## src/rtl/uart_sched_pkg.sv

```systemverilog
// Shared types and default constants for the UART transmit-buffer read scheduler.
package uart_sched_pkg;

    typedef enum logic [1:0] {IDLE, BURST, DONE} state_t;

    localparam int NCH_DEF      = 5;
    localparam int WORDS_DEF    = 18;
    localparam int SLOT_DEF     = 64;
    localparam int RD_START_DEF = 40;
    localparam int RD_LEN_DEF   = 4;
    localparam int AW_DEF       = 5;

endpackage

```

## src/rtl/uart_rd_sched_if.sv

```systemverilog
// Bundle between the read scheduler, the strobe sources and the buffer RAM / serializers.
interface uart_rd_sched_if
    import uart_sched_pkg::*;
#(
    parameter int NCH = NCH_DEF,
    parameter int AW  = AW_DEF,
    parameter int CW  = $clog2(NCH)
);
    logic [NCH-1:0] strobe;
    logic [AW-1:0]  rd_adr;
    logic [CW-1:0]  rd_ch;
    logic           rd;
    logic [NCH-1:0] rd_sel;
    logic [NCH-1:0] done;
    logic           busy;

    modport master (
        input  strobe,
        output rd_adr, rd_ch, rd, rd_sel, done, busy
    );

    modport slave (
        output strobe,
        input  rd_adr, rd_ch, rd, rd_sel, done, busy
    );
endinterface

```

## src/rtl/uart_rd_sched_rr_arbiter.sv

```systemverilog
// Picks the next channel from the eligible set; round-robin after `last`, or
// fixed lowest-index priority when UART_SCHED_FIXED_PRIO_EN is defined.
module rr_arbiter #(
    parameter int NCH = 5,
    parameter int CW  = $clog2(NCH)
) (
    input  logic [NCH-1:0] req,
    input  logic [CW-1:0]  last,
    output logic [CW-1:0]  winner,
    output logic           valid
);

`ifdef UART_SCHED_FIXED_PRIO_EN
    logic unused_last;
    assign unused_last = ^last;

    always_comb begin
        winner = '0;
        valid  = 1'b0;
        for (int i = NCH - 1; i >= 0; i--) begin
            if (req[i]) begin
                winner = CW'(i);
                valid  = 1'b1;
            end
        end
    end
`else
    int idx;

    // Walk from the farthest candidate to the nearest so the one right after last wins.
    always_comb begin
        winner = '0;
        valid  = 1'b0;
        idx    = 0;
        for (int i = NCH; i >= 1; i--) begin
            idx = (int'(last) + i) % NCH;
            if (req[idx]) begin
                winner = CW'(idx);
                valid  = 1'b1;
            end
        end
    end
`endif

endmodule

```

## src/rtl/uart_rd_sched.sv

```systemverilog
// Shared read-port scheduler: grants one UART channel at a time and walks the
// frame's word addresses with a fixed-length slot per word. Arbitration mode: UART_SCHED_FIXED_PRIO_EN.
module uart_rd_sched
    import uart_sched_pkg::*;
#(
    parameter int NCH      = NCH_DEF,
    parameter int WORDS    = WORDS_DEF,
    parameter int SLOT     = SLOT_DEF,
    parameter int RD_START = RD_START_DEF,
    parameter int RD_LEN   = RD_LEN_DEF,
    parameter int AW       = AW_DEF,
    parameter int CW       = $clog2(NCH)
) (
    input  logic            clk,
    input  logic            rst,
    uart_rd_sched_if.master bus
);

    localparam int SW = $clog2(SLOT);

    state_t         state;
    logic [NCH-1:0] s1, ss, served, active, eligible, served_set;
    logic [SW-1:0]  slot_cnt;
    logic [AW-1:0]  word;
    logic [CW-1:0]  ch, last, win;
    logic           win_vld;
    logic           rd, busy;
    logic [NCH-1:0] rd_sel, done;

    function automatic logic in_win(input int c);
        return (c >= RD_START) && (c <= RD_START + RD_LEN - 1);
    endfunction

    function automatic logic [NCH-1:0] onehot(input logic [CW-1:0] c);
        return NCH'(1) << c;
    endfunction

    always_comb begin
        active = '0;
        if (state != IDLE)
            active[ch] = 1'b1;
    end

    assign served_set = (state == DONE) ? onehot(ch) : '0;
    assign eligible   = ss & ~served;

    // served drops only once the strobe is low and the channel is not mid-frame.
    always_ff @(posedge clk or negedge rst) begin
        if (!rst) begin
            s1     <= '0;
            ss     <= '0;
            served <= '0;
        end else begin
            s1     <= bus.strobe;
            ss     <= s1;
            served <= (served & (ss | active)) | served_set;
        end
    end

    rr_arbiter #(.NCH(NCH), .CW(CW)) u_arb (
        .req    (eligible),
        .last   (last),
        .winner (win),
        .valid  (win_vld)
    );

    always_ff @(posedge clk or negedge rst) begin
        if (!rst) begin
            state    <= IDLE;
            slot_cnt <= '0;
            word     <= '0;
            ch       <= '0;
            last     <= CW'(NCH - 1);
            rd       <= 1'b0;
            rd_sel   <= '0;
            done     <= '0;
            busy     <= 1'b0;
        end else begin
            case (state)
                IDLE: begin
                    done <= '0;
                    if (win_vld) begin
                        state    <= BURST;
                        ch       <= win;
                        slot_cnt <= '0;
                        word     <= '0;
                        busy     <= 1'b1;
                        rd       <= in_win(0);
                        rd_sel   <= in_win(0) ? onehot(win) : '0;
                    end
                end
                BURST: begin
                    if (slot_cnt == SW'(SLOT - 1)) begin
                        slot_cnt <= '0;
                        if (word < AW'(WORDS - 1)) begin
                            word   <= word + AW'(1);
                            rd     <= in_win(0);
                            rd_sel <= in_win(0) ? onehot(ch) : '0;
                        end else begin
                            state  <= DONE;
                            word   <= '0;
                            rd     <= 1'b0;
                            rd_sel <= '0;
                            done   <= onehot(ch);
                        end
                    end else begin
                        slot_cnt <= slot_cnt + SW'(1);
                        rd       <= in_win(int'(slot_cnt) + 1);
                        rd_sel   <= in_win(int'(slot_cnt) + 1) ? onehot(ch) : '0;
                    end
                end
                DONE: begin
                    state <= IDLE;
                    done  <= '0;
                    last  <= ch;
                    ch    <= '0;
                    busy  <= 1'b0;
                end
                default: state <= IDLE;
            endcase
        end
    end

    assign bus.rd_adr = word;
    assign bus.rd_ch  = ch;
    assign bus.rd     = rd;
    assign bus.rd_sel = rd_sel;
    assign bus.done   = done;
    assign bus.busy   = busy;

endmodule
```

## src/flat_wrapper.sv

```systemverilog
// flat-port wrapper written by rule: the top's interface ports become plain ports
module uart_rd_sched_flat import uart_sched_pkg::*;
#(
    parameter int NCH      = NCH_DEF,
    parameter int WORDS    = WORDS_DEF,
    parameter int SLOT     = SLOT_DEF,
    parameter int RD_START = RD_START_DEF,
    parameter int RD_LEN   = RD_LEN_DEF,
    parameter int AW       = AW_DEF,
    parameter int CW       = $clog2(NCH)
)
  (clk, rst, bus_strobe, bus_rd_adr, bus_rd_ch, bus_rd, bus_rd_sel, bus_done, bus_busy);
  uart_rd_sched_if #(.NCH(NCH), .AW(AW), .CW(CW)) bus_i ();
  input  logic clk;
  input  logic rst;
  input wire logic [$bits(bus_i.strobe)-1:0] bus_strobe;
  output wire logic [$bits(bus_i.rd_adr)-1:0] bus_rd_adr;
  output wire logic [$bits(bus_i.rd_ch)-1:0] bus_rd_ch;
  output wire logic [$bits(bus_i.rd)-1:0] bus_rd;
  output wire logic [$bits(bus_i.rd_sel)-1:0] bus_rd_sel;
  output wire logic [$bits(bus_i.done)-1:0] bus_done;
  output wire logic [$bits(bus_i.busy)-1:0] bus_busy;
  assign bus_i.strobe = bus_strobe;
  assign bus_rd_adr = bus_i.rd_adr;
  assign bus_rd_ch = bus_i.rd_ch;
  assign bus_rd = bus_i.rd;
  assign bus_rd_sel = bus_i.rd_sel;
  assign bus_done = bus_i.done;
  assign bus_busy = bus_i.busy;
  uart_rd_sched #(.NCH(NCH), .WORDS(WORDS), .SLOT(SLOT), .RD_START(RD_START), .RD_LEN(RD_LEN), .AW(AW), .CW(CW)) u_core (.clk(clk), .rst(rst), .bus(bus_i));
endmodule
```

## config.mk

```make
export PLATFORM = sky130hd
export DESIGN_NAME = uart_rd_sched_flat
export DESIGN_NICKNAME = d
export VERILOG_FILES = /design/src/rtl/uart_sched_pkg.sv /design/src/rtl/uart_rd_sched_if.sv /design/src/rtl/uart_rd_sched_rr_arbiter.sv /design/src/rtl/uart_rd_sched.sv /design/src/flat_wrapper.sv
export SDC_FILE = /design/constraint.sdc
export NUM_CORES = 1
export LEC_CHECK = 0
export CORE_MARGIN = 1
export CORE_UTILIZATION = 60
export CTS_BUF_LIST = sky130_fd_sc_hd__clkbuf_4 sky130_fd_sc_hd__clkbuf_8 sky130_fd_sc_hd__clkbuf_16
export CTS_CLUSTER_SIZE = 30
export DETAILED_ROUTE_END_ITERATION = 10
export MAX_ROUTING_LAYER = met4
export PLACE_DENSITY = 0.88
export SYNTH_ARGS = -nofsm -noshare
export SYNTH_HDL_FRONTEND = slang
export SYNTH_SLANG_ARGS = --single-unit
```

## constraint.sdc

```tcl
create_clock -name clk -period 6.1 [get_ports clk]
set_clock_uncertainty 0.2 [all_clocks]
set_input_delay 1.22 -clock clk [delete_from_list [all_inputs] [get_ports clk]]
set_output_delay 1.22 -clock clk [all_outputs]
set_load 0.02 [all_outputs]
```

==> impl_metrics.yaml <==
# flow metrics
synth:
  avgSynthCellArea_sq_um: 8.66
  edf_count: 0
  ys_seq_frac: 0.296
  ys_area_sq_um: 3900
  yosys.area_share.adder: 0.0931
  top_logic_kind: "AND-OR/OR-AND gates"
  yosysMostFrequentCell: "dfrtp_1"
  syn_inst: 450
  synthArstFlopShare: 1.00
  numSynthFlops: 46
cells_and_area:
  logic_gates: 351
  design_area_sq_um: 4280
  ff_count: 46
  mi_logic_area_sq_um: 2520
  fillerInstances: 473
final_timing:
  setup_viol: 0
  max_slew.worst_pin.slew_ns: 1.06
  drv_slew: 0
  slew_headroom: 0.290
clock_tree:
  cts_buffer_depth: 2
  cts_max_level: 2
  tritoncts: "yes"
run:
  cap_violations: 0
global_route:
  gr-total-overflow: 0
  grt_first_pass_wirelength_microns: 15000
  grt_use_met3: 0.0330
  grt_pass1_vias: 3171
critical_path:
  worstPathMaxFanout: 15
  cpMostUsedCell: "ha_1"
  worstPathCellList: "inv_2 -> ha_1 -> inv_1 -> ha_1 -> or3b_2 -> o22ai_1 -> or2_2 -> ha_1 -> nand2b_1 -> o2111ai_1 -> o211ai_1 -> mux2i_1 -> a32oi_1 -> nand3b_1 -> o41ai_4 -> o21ai_0 -> o41ai_1"
place:
  dp_cells: 533
detailed_routing:
  drt_iter0_drc: 314
  dr.max_layer_used: "met4"
  met3WireLength_microns: 428
pwr:
  powerComb_uw: 186
  powerDensity_nw_per_um2: 187
  power_sequential_uw: 382
  pwr-share-seq: 0.477
  finalPower_uw: 800
  intPower_uw: 552
  switching_power_uw: 249
floorplan:
  num_tap_cells: 75
  fp-row-count: 28
status:
  status: "finished clean"
**Routed metal, one colour a layer**

Scale: 3 px per micron.
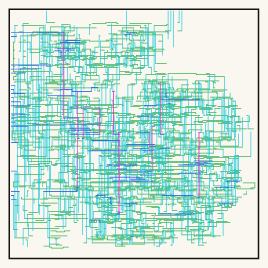
Cyan shows M2, wire length 4460 microns. Green shows M1, wire length 4220 microns. Magenta shows M4, wire length 179 microns. Blue shows M3, wire length 429 microns.
vias: 3531
DR WL/cell: 17.2 microns
drt total wl: 9280 microns

**Placement density heat map**

Scale: 4 px per micron. 8 x 8 tiles, from black (low) to pale yellow (high), 0 to 100% covered.
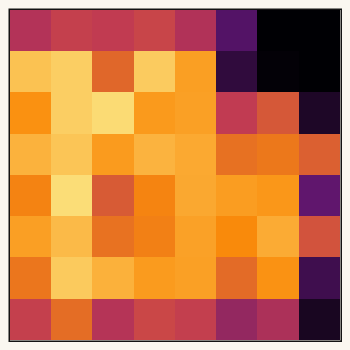
42% of the tiles are over 75% full. The fullest tile reaches 93%. 6.2% of the tiles are nearly empty. The emptiest ninth of the die: upper right. The mean over all tiles is 61%.
Finished Core Util: 0.702
Starting Density: 0.639
Core ar.: 6100 sq um

**Ports around the boundary**

Scale: 4 px per micron. Pins as bars across the die edge, other pins in grey.
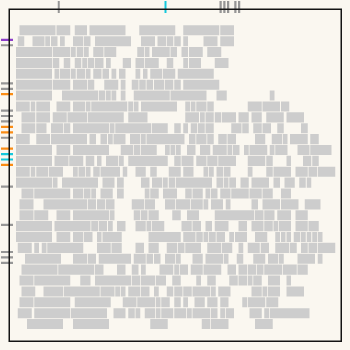
Purple shows clk, pins 1, direction input, edge left. Cyan shows bus_rd_ch, pins 3, direction output, edge 2 left, 1 top. Orange shows bus_done, pins 5, direction output, edge left.
All pins by edge: 20 left, 7 top.
chip width: 82.6 microns
Die H: 82.6 microns
IO Port Bufs: 26

**Clock wiring as the flow saved it**

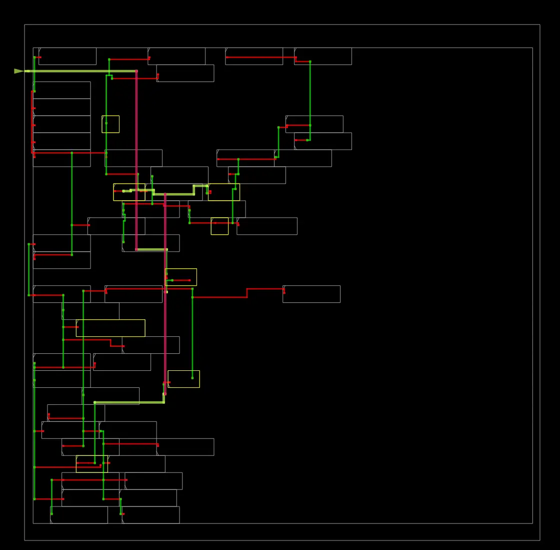
Power Clock: 233 uW
worst-skew pair later-pin latency: 0.30 ns

Power is estimated from default activity; no workload was simulated.
